[src/rtl/bin_switch_ctrl.sv]
// ============================================================================
// Module      : bin_switch_ctrl
// Description : Bin manager sequencer. It writes back the resident bin, loads
//               the requested bin, owns the BRAM mux select, and times out
//               into a sticky error state.
// Revision    : 1.0 - initial release
// ============================================================================
`default_nettype none

module bin_switch_ctrl #(
    parameter int WIDTH_BIN_ID   = 10,
    parameter int NUM_BINS       = 64,
    parameter int WIDTH_TIMEOUT  = 10,
    parameter int TIMEOUT_CYCLES = 1000
) (
    input  logic                    clk,
    input  logic                    rst,
    input  logic                    switch_req_i,
    input  logic [WIDTH_BIN_ID-1:0] req_bin_num_i,
    input  logic                    flush_req_i,
    output logic                    ack_o,
    output logic                    req_err_o,
    output logic                    start_update_o,
    output logic [WIDTH_BIN_ID-1:0] cur_bin_num_o,
    input  logic                    done_update_i,
    output logic                    start_load_o,
    output logic [WIDTH_BIN_ID-1:0] load_bin_num_o,
    input  logic                    done_load_i,
    output logic [1:0]              ram_sel_o,
    output logic                    resident_valid_o,
    output logic                    busy_o,
    output logic                    error_o,
    input  logic                    clear_err_i
);

    typedef enum logic [2:0] {
        S_IDLE      = 3'd0,
        S_UPD_START = 3'd1,
        S_UPD_WAIT  = 3'd2,
        S_LD_START  = 3'd3,
        S_LD_WAIT   = 3'd4,
        S_ACK       = 3'd5,
        S_ERR       = 3'd6
    } state_t;

    localparam logic [WIDTH_BIN_ID:0]    c_num_bins   = (WIDTH_BIN_ID+1)'(NUM_BINS);
    localparam logic [WIDTH_TIMEOUT-1:0] c_to_last    = WIDTH_TIMEOUT'(TIMEOUT_CYCLES - 1);
    localparam logic [1:0]               c_sel_none   = 2'd0;
    localparam logic [1:0]               c_sel_update = 2'd1;
    localparam logic [1:0]               c_sel_loader = 2'd2;

    state_t                    r_state, w_state_nxt;
    logic [WIDTH_TIMEOUT-1:0]  r_cnt, w_cnt_nxt;
    logic [WIDTH_BIN_ID-1:0]   r_cur_bin, w_cur_bin_nxt;
    logic [WIDTH_BIN_ID-1:0]   r_load_bin, w_load_bin_nxt;
    logic                      r_resident, w_resident_nxt;
    logic                      r_is_flush, w_is_flush_nxt;
    logic                      w_req_err_nxt;
    logic                      w_out_of_range;

    logic                      r_ack, r_req_err, r_start_update, r_start_load;
    logic                      r_busy, r_error;
    logic [1:0]                r_ram_sel;

    assign w_out_of_range = ({1'b0, req_bin_num_i} >= c_num_bins);

    always_comb begin
        w_state_nxt    = r_state;
        w_cnt_nxt      = r_cnt;
        w_cur_bin_nxt  = r_cur_bin;
        w_load_bin_nxt = r_load_bin;
        w_resident_nxt = r_resident;
        w_is_flush_nxt = r_is_flush;
        w_req_err_nxt  = 1'b0;
        case (r_state)
            S_IDLE: begin
                if (flush_req_i) begin
                    w_is_flush_nxt = 1'b1;
                    w_state_nxt    = r_resident ? S_UPD_START : S_ACK;
                end else if (switch_req_i) begin
                    w_is_flush_nxt = 1'b0;
                    if (w_out_of_range) begin
                        w_req_err_nxt = 1'b1;
                        w_state_nxt   = S_ACK;
                    end else if (r_resident && (req_bin_num_i == r_cur_bin)) begin
                        w_state_nxt = S_ACK;
                    end else begin
                        w_load_bin_nxt = req_bin_num_i;
                        w_state_nxt    = r_resident ? S_UPD_START : S_LD_START;
                    end
                end
            end
            S_UPD_START: begin
                w_cnt_nxt   = '0;
                w_state_nxt = S_UPD_WAIT;
            end
            S_UPD_WAIT: begin
                if (done_update_i) begin
                    w_state_nxt = r_is_flush ? S_ACK : S_LD_START;
                end else if (r_cnt == c_to_last) begin
                    w_resident_nxt = 1'b0;
                    w_state_nxt    = S_ERR;
                end else begin
                    w_cnt_nxt = r_cnt + 1'b1;
                end
            end
            S_LD_START: begin
                w_cnt_nxt   = '0;
                w_state_nxt = S_LD_WAIT;
            end
            S_LD_WAIT: begin
                if (done_load_i) begin
                    w_cur_bin_nxt  = r_load_bin;
                    w_resident_nxt = 1'b1;
                    w_state_nxt    = S_ACK;
                end else if (r_cnt == c_to_last) begin
                    w_resident_nxt = 1'b0;
                    w_state_nxt    = S_ERR;
                end else begin
                    w_cnt_nxt = r_cnt + 1'b1;
                end
            end
            S_ACK: begin
                w_state_nxt = S_IDLE;
            end
            S_ERR: begin
                if (clear_err_i) begin
                    w_state_nxt = S_IDLE;
                end
            end
            default: begin
                w_state_nxt = S_IDLE;
            end
        endcase
    end

    always_ff @(posedge clk or posedge rst) begin
        if (rst) begin
            r_state    <= S_IDLE;
            r_cnt      <= '0;
            r_cur_bin  <= '0;
            r_load_bin <= '0;
            r_resident <= 1'b0;
            r_is_flush <= 1'b0;
        end else begin
            r_state    <= w_state_nxt;
            r_cnt      <= w_cnt_nxt;
            r_cur_bin  <= w_cur_bin_nxt;
            r_load_bin <= w_load_bin_nxt;
            r_resident <= w_resident_nxt;
            r_is_flush <= w_is_flush_nxt;
        end
    end

    // Strobes are decoded from the next state so they line up with the state register.
    always_ff @(posedge clk or posedge rst) begin
        if (rst) begin
            r_ack          <= 1'b0;
            r_req_err      <= 1'b0;
            r_start_update <= 1'b0;
            r_start_load   <= 1'b0;
            r_busy         <= 1'b0;
            r_error        <= 1'b0;
            r_ram_sel      <= c_sel_none;
        end else begin
            r_ack          <= (w_state_nxt == S_ACK);
            r_req_err      <= w_req_err_nxt;
            r_start_update <= (w_state_nxt == S_UPD_START);
            r_start_load   <= (w_state_nxt == S_LD_START);
            r_busy         <= (w_state_nxt != S_IDLE);
            r_error        <= (w_state_nxt == S_ERR);
            case (w_state_nxt)
                S_UPD_WAIT:            r_ram_sel <= c_sel_update;
                S_LD_START, S_LD_WAIT: r_ram_sel <= c_sel_loader;
                default:               r_ram_sel <= c_sel_none;
            endcase
        end
    end

    assign ack_o            = r_ack;
    assign req_err_o        = r_req_err;
    assign start_update_o   = r_start_update;
    assign start_load_o     = r_start_load;
    assign cur_bin_num_o    = r_cur_bin;
    assign load_bin_num_o   = r_load_bin;
    assign ram_sel_o        = r_ram_sel;
    assign resident_valid_o = r_resident;
    assign busy_o           = r_busy;
    assign error_o          = r_error;

endmodule

`default_nettype wire

[config.mk]
export PLATFORM = sky130hd
export DESIGN_NAME = bin_switch_ctrl
export DESIGN_NICKNAME = d
export VERILOG_FILES = /design/src/rtl/bin_switch_ctrl.sv
export SDC_FILE = /design/constraint.sdc
export NUM_CORES = 1
export LEC_CHECK = 0
export ABC_AREA = 1
export CAP_MARGIN = 20
export CORE_MARGIN = 5
export CORE_UTILIZATION = 50
export DETAILED_ROUTE_END_ITERATION = 7
export PLACE_DENSITY = 0.89
export SYNTH_ARGS = -nofsm -noshare
export SYNTH_HDL_FRONTEND = slang
export SYNTH_SLANG_ARGS = --single-unit
export TNS_END_PERCENT = 50
[constraint.sdc]
create_clock -name clk -period 4.65 [get_ports clk]
set_clock_uncertainty 0.1 [all_clocks]
set_input_delay 0.93 -clock clk [delete_from_list [all_inputs] [get_ports clk]]
set_output_delay 0.93 -clock clk [all_outputs]
set_load 0.05 [all_outputs]
**Run 1: sequential cells grouped by signal name**

Bar = 20 um. Other sequential cells in the stronger grey, the rest of the logic in the fainter grey.
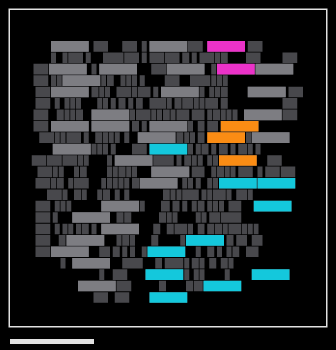
- magenta: ram_sel_o (sequential cells 2)
- orange: r_state (sequential cells 3)
- cyan: r_cnt (sequential cells 10)
- not coloured: 28

**Run 1: the clock network**

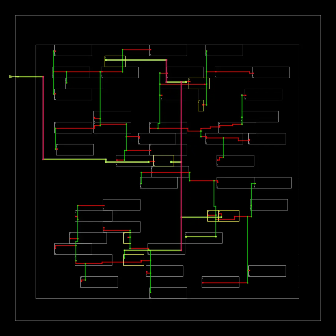
clock sinks: 43
FFs & Latches: 43
Clk power: 0.235 mW

==> run notes, run 1 <==
fresh numbers from the pnr run: setup TNS=0 ns, first-pass GRT wire length=8376 um, initial antenna violation count=0, Hold Fails Final Rpt=0, WP buf/inv=1, Slew Limit Fails=0, switching share of power=48.99%, IO Count=46, 1st-iter DRT viols=177, Post-Synth XOR/XNOR Area=2.465%, DR WL/cell=13.07 um, nets=341, YS warnings=0, placed cells=366, clock transition at the registers of the reported paths=0.08 ns, combinational power share=52.6%, Worst Setup Start Kind=flop, H-tree depth=2, CTS resizes=0, clk_lat worst skew=0.30 ns, Max VDD drop=0.0003317 V, WS Path Type=reg -> out, total power=1.729 mW, tool warnings=26, core area=0.004058 mm2, Post-synth regs=43, simple share=26.17%, Cells after Synth=274, Setup-failing EPs final=0, share of the synthesized area in the top cell type=50.47%, Cell Area, Synth=0.002132 mm2, largest net degree at the start of global routing=44, Synth top cells by count=77 x nand2_1, 43 x dfrtp_1, 40 x inv_1, 28 x nor2_1, 18 x nand3_1, Final period util=56.34%, Slew headroom=51.27%, WP depth=1, drt drc=0, GRT Util Overall=19.41%, worst-path cell chain=clkdlybuf4s50_1, Root Driver=clkbuf_8, row count=23, Clk network pwr share=13.6%, Final Critical Period=2.620 ns, syn nets=292, drt pass-1 iters=4, maximum clock insertion buffer count=2, Yosys top cell by area=dfrtp_1, Seq share, synth=50.47%, max incr delay on CP=0.86 ns, Post-Synth Adder-Cell Area=0.5869%, vias=1,901, # diodes=0, CTS tree=built, number of global-route vias before repair=1,915, Overflow after GRT=0, NetSw=0.8471 mW, Critical Path Sink Type=output port, flip-flops with a built-in enable=0, combinational power=0.909 mW, WL final=4888 um, cts hold-fix bufs=0, Post-synth ARST share=100.0%, delay-heaviest family, CP=buffers and inverters, CP required=3.62 ns, die area=0.005670 mm2, Avg Inst Size Synth=7.781 um2, outcome=completed, final estimated routing congestion in global placement=0.9011, worst-margin pin slew=0.7292 ns, fillers=338, dpl cell area=0.002628 mm2, leakage=1.373 nW, Seq pwr share=33.8%, Min-Delay Path Depth=2, max-cap viol count=0, internal power contribution=0.8820 mW, Cell Count, Final, Fillers Out=374, fp util=52.54%, P_seq=0.585 mW, DRT antenna net count=0
**Run 1: pin map**

Bar = 20 um. Pins as bars across the die edge, other pins in grey.
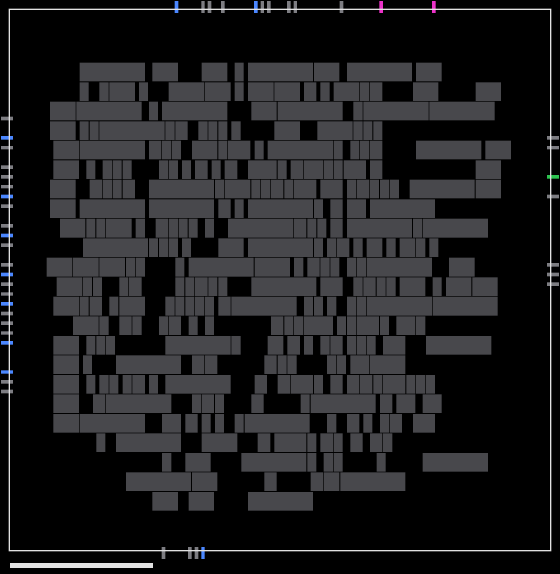
- blue: load_bin_num_o (pins 10; direction output; edge 7 left, 2 top, 1 bottom)
- magenta: ram_sel_o (pins 2; direction output; edge top)
- green: ack_o (pins 1; direction output; edge right)
- all pins by edge: 23 left, 12 top, 7 right, 4 bottom
DIE WIDTH: 75.30 um
Buffers on Ports: 45

**Run 1: zoomed window**

Bar = 20 um. Region (13, 25) to (63, 75) um. Cells in grey, sequential cells in the stronger grey; small squares are vias.
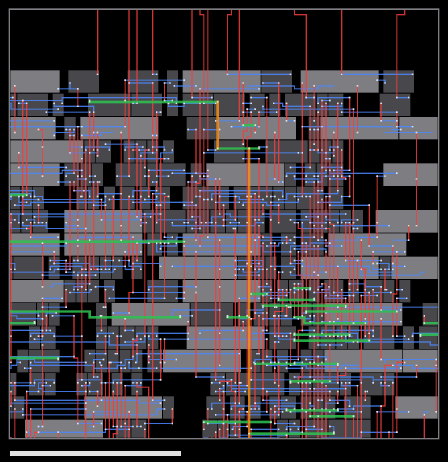
- red: M2
- green: M3
- blue: M1
- orange: M4
- most frequent: nand2_1 (56), dfrtp_1 (30), nor2_1 (26)
- cells with their middle in the window: 214
- sequential cells in the window: 30
- netlist names of flops here include: cur_bin_num_o (8), load_bin_num_o (7), r_cnt (3)

[run 1: layer usage]
layer,up-vias,share of wire [%],global-route usage [%]
li1,962,-,-
met1,851,44,25.94
met2,80,46,29.91
met3,8,8.0,6.201
met4,0,1.4,6.796
met5,-,0,0
[run 1: layout make-up]
type                    count  area [um2]  share of cell area (%)
repair buffers             46       457.9                   16.88
clock inverters             2       12.51                  0.4613
multi-input cells         180       854.6                   31.50
inverters                  47       176.4                   6.504
well taps                  50       62.56                   2.306
clock buffers               6       72.57                   2.675
flip-flops and latches     43        1076                   39.67
[run 1: cells in the final DEF, fill, tap and decap left out, types with 6 or more instances in the layout]
cell type        synthesis  routed
nand2_1                 77      77
clkdlybuf4s50_1          0      45
dfrtp_1                 43      43
inv_1                   40      40
nor2_1                  28      28
nand3_1                 18      18
o21ai_1                 12      12
a21oi_1                 12      12
nor3_1                   7       7
inv_2                    6       6
[run 1: final timing paths]
| kind | from | end | slack [ns] |
|---|---|---|---|
| worst max-delay path | resident_valid_o | resident_valid_o | 2.03 |
| worst min-delay path | r_is_flush | r_is_flush | 0.41 |
| worst max register to register | r_state[2] | r_cnt[2] | 2.45 |
| worst min register to register | r_is_flush | r_is_flush | 0.41 |
| max in group asynchronous | rst | load_bin_num_o[9] | 3.11 |
| min in group asynchronous | rst | load_bin_num_o[2] | 0.97 |
[run 1: per-stage QoR]
stage,hold slack (ns),setup slack [ns]
6_report,0.4077,2.030
5_1_grt,0.4379,1.895
4_1_cts,0.4038,2.023
3_5_place_dp,0.3836,1.741
3_3_place_gp,0.3774,1.789
2_1_floorplan,0.3537,2.617
[run 1: registers in the layout, summed over array words and instances, names as in the netlist, 2 cells and up]
signal	cells
load_bin_num_o	10
r_state	3
cur_bin_num_o	10
ram_sel_o	2
r_cnt	10
**Run 1: met1 routing**

Bar = 20 um.
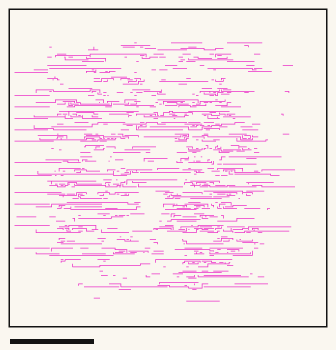

--- run 2 (diff from run 1) ---
==> constraint.sdc (replaced) <==
create_clock -name clk -period 2.53 [get_ports clk]
set_clock_uncertainty 0.1 [all_clocks]
set_input_delay 0.506 -clock clk [delete_from_list [all_inputs] [get_ports clk]]
set_output_delay 0.506 -clock clk [all_outputs]
set_load 0.05 [all_outputs]
**Run 2: met1 routing**

Bar = 20 um.
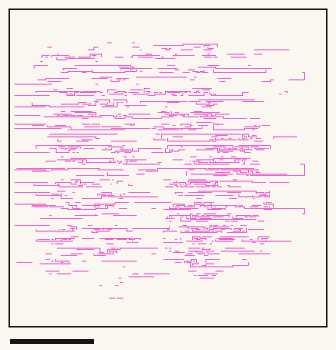
- share of all routed wire: 44%
- wire length on this layer: 2,150 um
- longest straight run: 18.9 um
- nets with wire on the layer: 311
vias: 1,927
met1 Track Usage GR: 26.31%
WL final: 4920 um

**Run 2: pin map**

Bar = 20 um. Pins as bars across the die edge, other pins in grey.
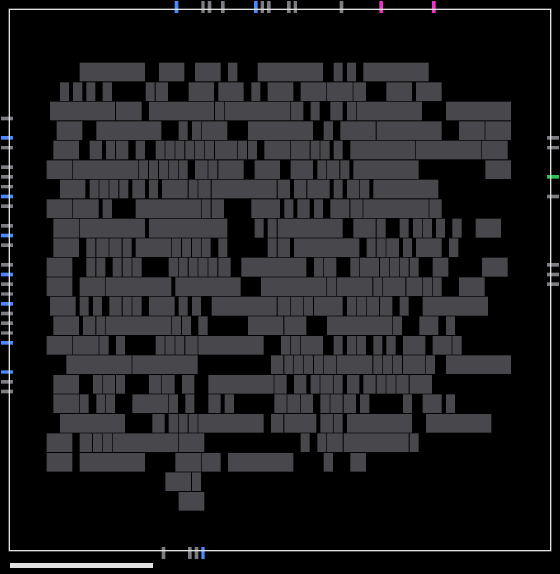
- blue: load_bin_num_o (pins 10; direction output; edge 7 left, 2 top, 1 bottom)
- magenta: ram_sel_o (pins 2; direction output; edge top)
- green: ack_o (pins 1; direction output; edge right)
- all pins by edge: 23 left, 12 top, 7 right, 4 bottom

==> run 2 against run 1 <==
Effect of this change: via count up 1.4%; final cell count up 0.27%; synthesized area unchanged; cell area up 1.5%; critical path type unchanged; highest routed layer unchanged; die area unchanged; critical path depth unchanged; sequential share of layout area down 0.58 points; combinational power up 86%; count of clock-buffer cells in the layout unchanged; worst setup slack worse by 1.7 ns.
==> run notes, run 2 <==
fresh numbers from the pnr run: leakage=1.398 nW, WS Path Type=reg -> out, count leader, synth=nand2_1, die area=0.005670 mm2, top cells by area=dfrtp_1 50%, nand2_1 14%, inv_1 7.0%, share of the synthesized area in the top cell type=50.47%, first-pass GRT wire length=8231 um, delay-heaviest family, CP=buffers and inverters, Clk network pwr share=16.9%, # diodes=0, Slew headroom=64.88%, Flop area=0.001076 mm2, combinational power share=51.0%, tool warnings=26, pre-CTS setup slack=0.3804 ns, DRT antenna net count=0, Seq share, synth=50.47%, DR vias/cell=5.139, Buffers on Ports=45, Post-Synth Adder-Cell Area=0.5869%, setup TNS=0 ns, Final Critical Period=2.183 ns, clk_lat worst skew=0.30 ns, Cell Area, Synth=0.002132 mm2, DR WL/cell=13.12 um, initial antenna violation count=0, largest net degree at the start of global routing=44, Critical Path Sink Type=output port, Max FO, Critical Path=5, Cells after Synth=274, core area=0.004058 mm2, fillers=309, Yosys top cell by area=dfrtp_1, IO Count=46, WP buf/inv=1, internal power contribution=1.752 mW, max incr delay on CP=0.85 ns, worst-margin pin slew=0.5252 ns, switching share of power=47.12%, fp util=52.54%, Worst Setup Start Kind=flop, setup ws final=0.3474 ns, Top Layout Cells=77 x nand2_1, 45 x clkdlybuf4s50_1, 43 x dfrtp_1, nets=342, Post-synth regs=43, max-cap viol count=0, Synth top cells by count=77 x nand2_1, 43 x dfrtp_1, 40 x inv_1, 28 x nor2_1, 18 x nand3_1, Hold Fails Final Rpt=0, final estimated routing congestion in global placement=0.8567, GRT Util Overall=19.13%, Avg Inst Size Synth=7.781 um2, CTS tree=built, worst-path cell chain=clkdlybuf4s50_1, H-tree depth=2, NetSw=1.561 mW, most numerous logic cell after layout=nand2_1, Post-synth ARST share=100.0%, number of global-route vias before repair=1,870, YS warnings=0, CTS resizes=0, row count=23, flip-flops with a built-in enable=0, drt pass-1 iters=4, Final period util=86.27%, Seq pwr share=32.2%, Overflow after GRT=0, Setup-failing EPs final=0, Post-Synth XOR/XNOR Area=2.465%, maximum clock insertion buffer count=2, clock transition at the registers of the reported paths=0.09 ns, Slew Limit Fails=0, syn nets=292, outcome=completed, 1st-iter DRT viols=205, drt drc=0, cts hold-fix bufs=0, Clk power=0.559 mW, clock sinks=43, P_seq=1.07 mW, Root Driver=clkbuf_8
## run 2: cell counts after synthesis
Identical to the previous run, type by type.
## run 2: final timing paths
check	depth (start not counted)	slack [ns]	start	endpoint
worst max-delay path	1	0.35	resident_valid_o	resident_valid_o
worst min-delay path	2	0.40	load_bin_num_o[9]	load_bin_num_o[9]
worst max register to register	8	0.54	r_cnt[0]	r_cnt[8]
worst min register to register	2	0.40	load_bin_num_o[9]	load_bin_num_o[9]
max in group asynchronous	3	1.43	rst	cur_bin_num_o[5]
min in group asynchronous	3	0.53	rst	load_bin_num_o[0]
## run 2: per-layer routing
| metal | routed length, um | up-vias | global-route usage, % |
|---|---|---|---|
| met5 | 0 | - | 0 |
| met4 | 104 | 0 | 8.544 |
| met3 | 329 | 12 | 4.222 |
| met2 | 2335 | 63 | 29.15 |
| met1 | 2151 | 898 | 26.31 |
| li1 | - | 954 | - |
## run 2: kinds of logic after synthesis
logic type      count (synthesis)
mux                             1
buf+inv                        51
compound gates                 37
fa+ha+maj                       1
simple gates                  135
flops                          43
xor+xnor                        6
## run 2: area by class of cell
type                            count  share of cell area, %
Inverter                           47                  6.409
Clock inverter                      2                  1.273
Multi-Input combinational cell    180                  31.05
Timing Repair Buffer               47                  16.91
Clock buffer                        6                  3.000
Tap cell                           50                  2.273
Sequential cell                    43                  39.09
## run 2: metrics by stage
stage	power (mW)	hold WS (ns)	cell area, um2	cells
after floorplan	2.265	0.3537	2132	274
after global placement	2.719	0.3740	2635	367
after detailed placement	2.754	0.3786	2635	367
after CTS	3.330	0.4003	2753	375
after global routing	3.534	0.4338	2753	375
final	3.314	0.3956	2753	375
**Run 2: sequential cells grouped by signal name**

Bar = 20 um. Other sequential cells in the stronger grey, the rest of the logic in the fainter grey.
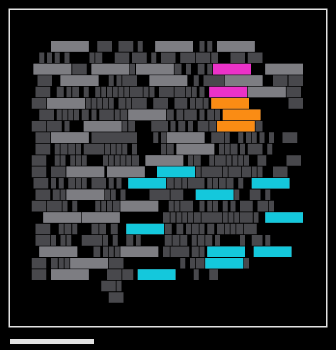

--- run 3 (diff from run 2) ---
--- a/config.mk
+++ b/config.mk
@@ -8,9 +8,9 @@
 export ABC_AREA = 1
 export CAP_MARGIN = 20
 export CORE_MARGIN = 5
-export CORE_UTILIZATION = 50
+export CORE_UTILIZATION = 45
 export DETAILED_ROUTE_END_ITERATION = 7
-export PLACE_DENSITY = 0.89
+export PLACE_DENSITY = 0.76
 export SYNTH_ARGS = -nofsm -noshare
 export SYNTH_HDL_FRONTEND = slang
 export SYNTH_SLANG_ARGS = --single-unit
**Run 3: sequential cells grouped by signal name**

Bar = 20 um. Other sequential cells in the stronger grey, the rest of the logic in the fainter grey.
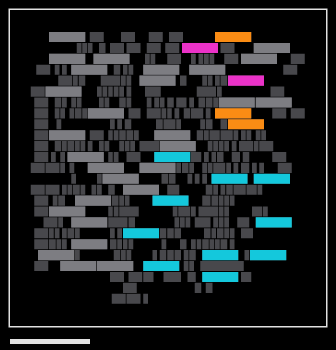
- cyan: r_cnt (sequential cells 10)
- magenta: ram_sel_o (sequential cells 2)
- orange: r_state (sequential cells 3)

**Run 3: zoomed window**

Bar = 20 um. Region (14, 29) to (64, 79) um. Cells in grey, sequential cells in the stronger grey; small squares are vias.
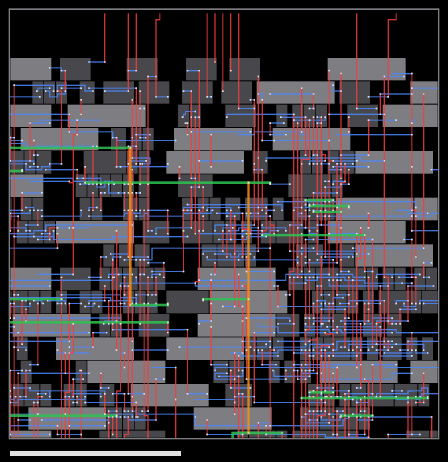
- red: M2
- blue: M1
- orange: M4
- green: M3
- netlist names of flops here include: load_bin_num_o (7), cur_bin_num_o (6), r_cnt (3)
- sequential cells in the window: 27
- most frequent: nand2_1 (51), dfrtp_1 (27), inv_1 (24)
- cells with their middle in the window: 188

==> run 3 against run 2 <==
Effect of this change: count of clock-buffer cells in the layout unchanged; largest cell class unchanged; cell area up 0.18%; combinational power about the same; synthesized area unchanged.
==> run notes, run 3 <==
fresh numbers from the pnr run: 1st-iter DRT viols=142, DR vias/cell=4.979, worst-margin pin slew=0.5363 ns, drt drc=0, vias=1,887, Yosys top cell by area=dfrtp_1, DRT antenna net count=0, final estimated routing congestion in global placement=0.8250, clock sinks=43, initial antenna violation count=0, count leader, synth=nand2_1, FFs & Latches=43, Max VDD drop=0.0006128 V, fp util=45.74%, Post-synth regs=43, internal power contribution=1.752 mW, Overflow after GRT=0, top cells by area=dfrtp_1 50%, nand2_1 14%, inv_1 7.0%, largest net degree at the start of global routing=44, Setup-failing EPs final=0, Final Cell Area=0.002758 mm2, IO Count=46, clock transition at the registers of the reported paths=0.08 ns, largest cell class by area=flip-flops and latches, Avg Inst Size Synth=7.781 um2, core area=0.004661 mm2, Signal buffers=47, Final period util=86.68%, Cell Count, Final, Fillers Out=379, outcome=completed, clk tree area frac=4.265%, WL final=4781 um, setup TNS=0 ns, Flop area=0.001076 mm2, Comb gates=180, CTS resizes=0, GRT Util Overall=17.15%, CTS tree=built, Seq pwr share=32.1%, tool warnings=26, Seq share, synth=50.47%, DR WL/cell=12.61 um, Synth top cells by count=77 x nand2_1, 43 x dfrtp_1, 40 x inv_1, 28 x nor2_1, 18 x nand3_1, DIE WIDTH=78.83 um, H-tree depth=2, Critical Path Sink Type=output port, CP required=1.92 ns, Worst Setup Start Kind=flop, hold slack final=0.3939 ns, WS Path Type=reg -> out, Post-synth ARST share=100.0%, maximum clock insertion buffer count=2, die area=0.006214 mm2, Max FO, Critical Path=5, Root Driver=clkbuf_8, proportion of cell area occupied by registers=39.02%, NetSw=1.561 mW, logic area=854.6 um2, YS warnings=0, Slew Limit Fails=0, Cell Area, Synth=0.002132 mm2, syn nets=292, Buffers on Ports=45, fillers=412, number of global-route vias before repair=1,916, row count=25, Tapcells=54, share of the synthesized area in the top cell type=50.47%
==> run 3: cell counts in the layout (fill, tap and decap cells not counted) <==
Identical to the previous run, type by type.
==> run 3: per-layer routing <==
| metal | global-route usage, % | part of all wire, % | routed length (um) |
|---|---|---|---|
| met1 | 21.85 | 44 | 2127 |
| met4 | 4.124 | 1.3 | 62 |
| met5 | 0 | 0 | 0 |
| met2 | 28.61 | 47 | 2239 |
| met3 | 5.329 | 7.3 | 351 |
==> run 3: cell families (layout without fill, tap and decap cells) <==
logic type	count (synthesis)	after routing	share of synthesized area (%)
buffers and inverters	51	102	9.448
XOR/XNOR	6	6	2.465
multiplexers	1	1	0.5281
flip-flops	43	43	50.47
adder cells (fa/ha/maj)	1	1	0.5868
AND/OR/NAND/NOR	135	135	26.17
AND-OR/OR-AND	37	37	10.33
==> run 3: path summary, 6_finish.rpt <==
| path | slack, ns | end | startpoint | cells after the start |
|---|---|---|---|---|
| min | 0.39 | load_bin_num_o[9] | load_bin_num_o[9] | 2 |
| min in group asynchronous | 0.54 | r_cnt[6] | rst | 3 |
| max in group asynchronous | 1.42 | cur_bin_num_o[8] | rst | 3 |
| min reg2reg | 0.39 | load_bin_num_o[9] | load_bin_num_o[9] | 2 |
| max | 0.34 | resident_valid_o | resident_valid_o | 1 |
| max reg2reg | 0.55 | r_cnt[2] | r_cnt[0] | 8 |
==> run 3: power by group through the flow <==
stage / clock [mW] / combinational (mW) / sequential [mW]
final: 0.553 / 1.70 / 1.06
after global routing: 0.590 / 1.86 / 1.10
after CTS: 0.566 / 1.71 / 1.07
after detailed placement: 0 / 1.69 / 1.08
after global placement: 0 / 1.66 / 1.07
after floorplan: 0 / 0.710 / 1.56
Power is estimated from default activity; no workload was simulated.
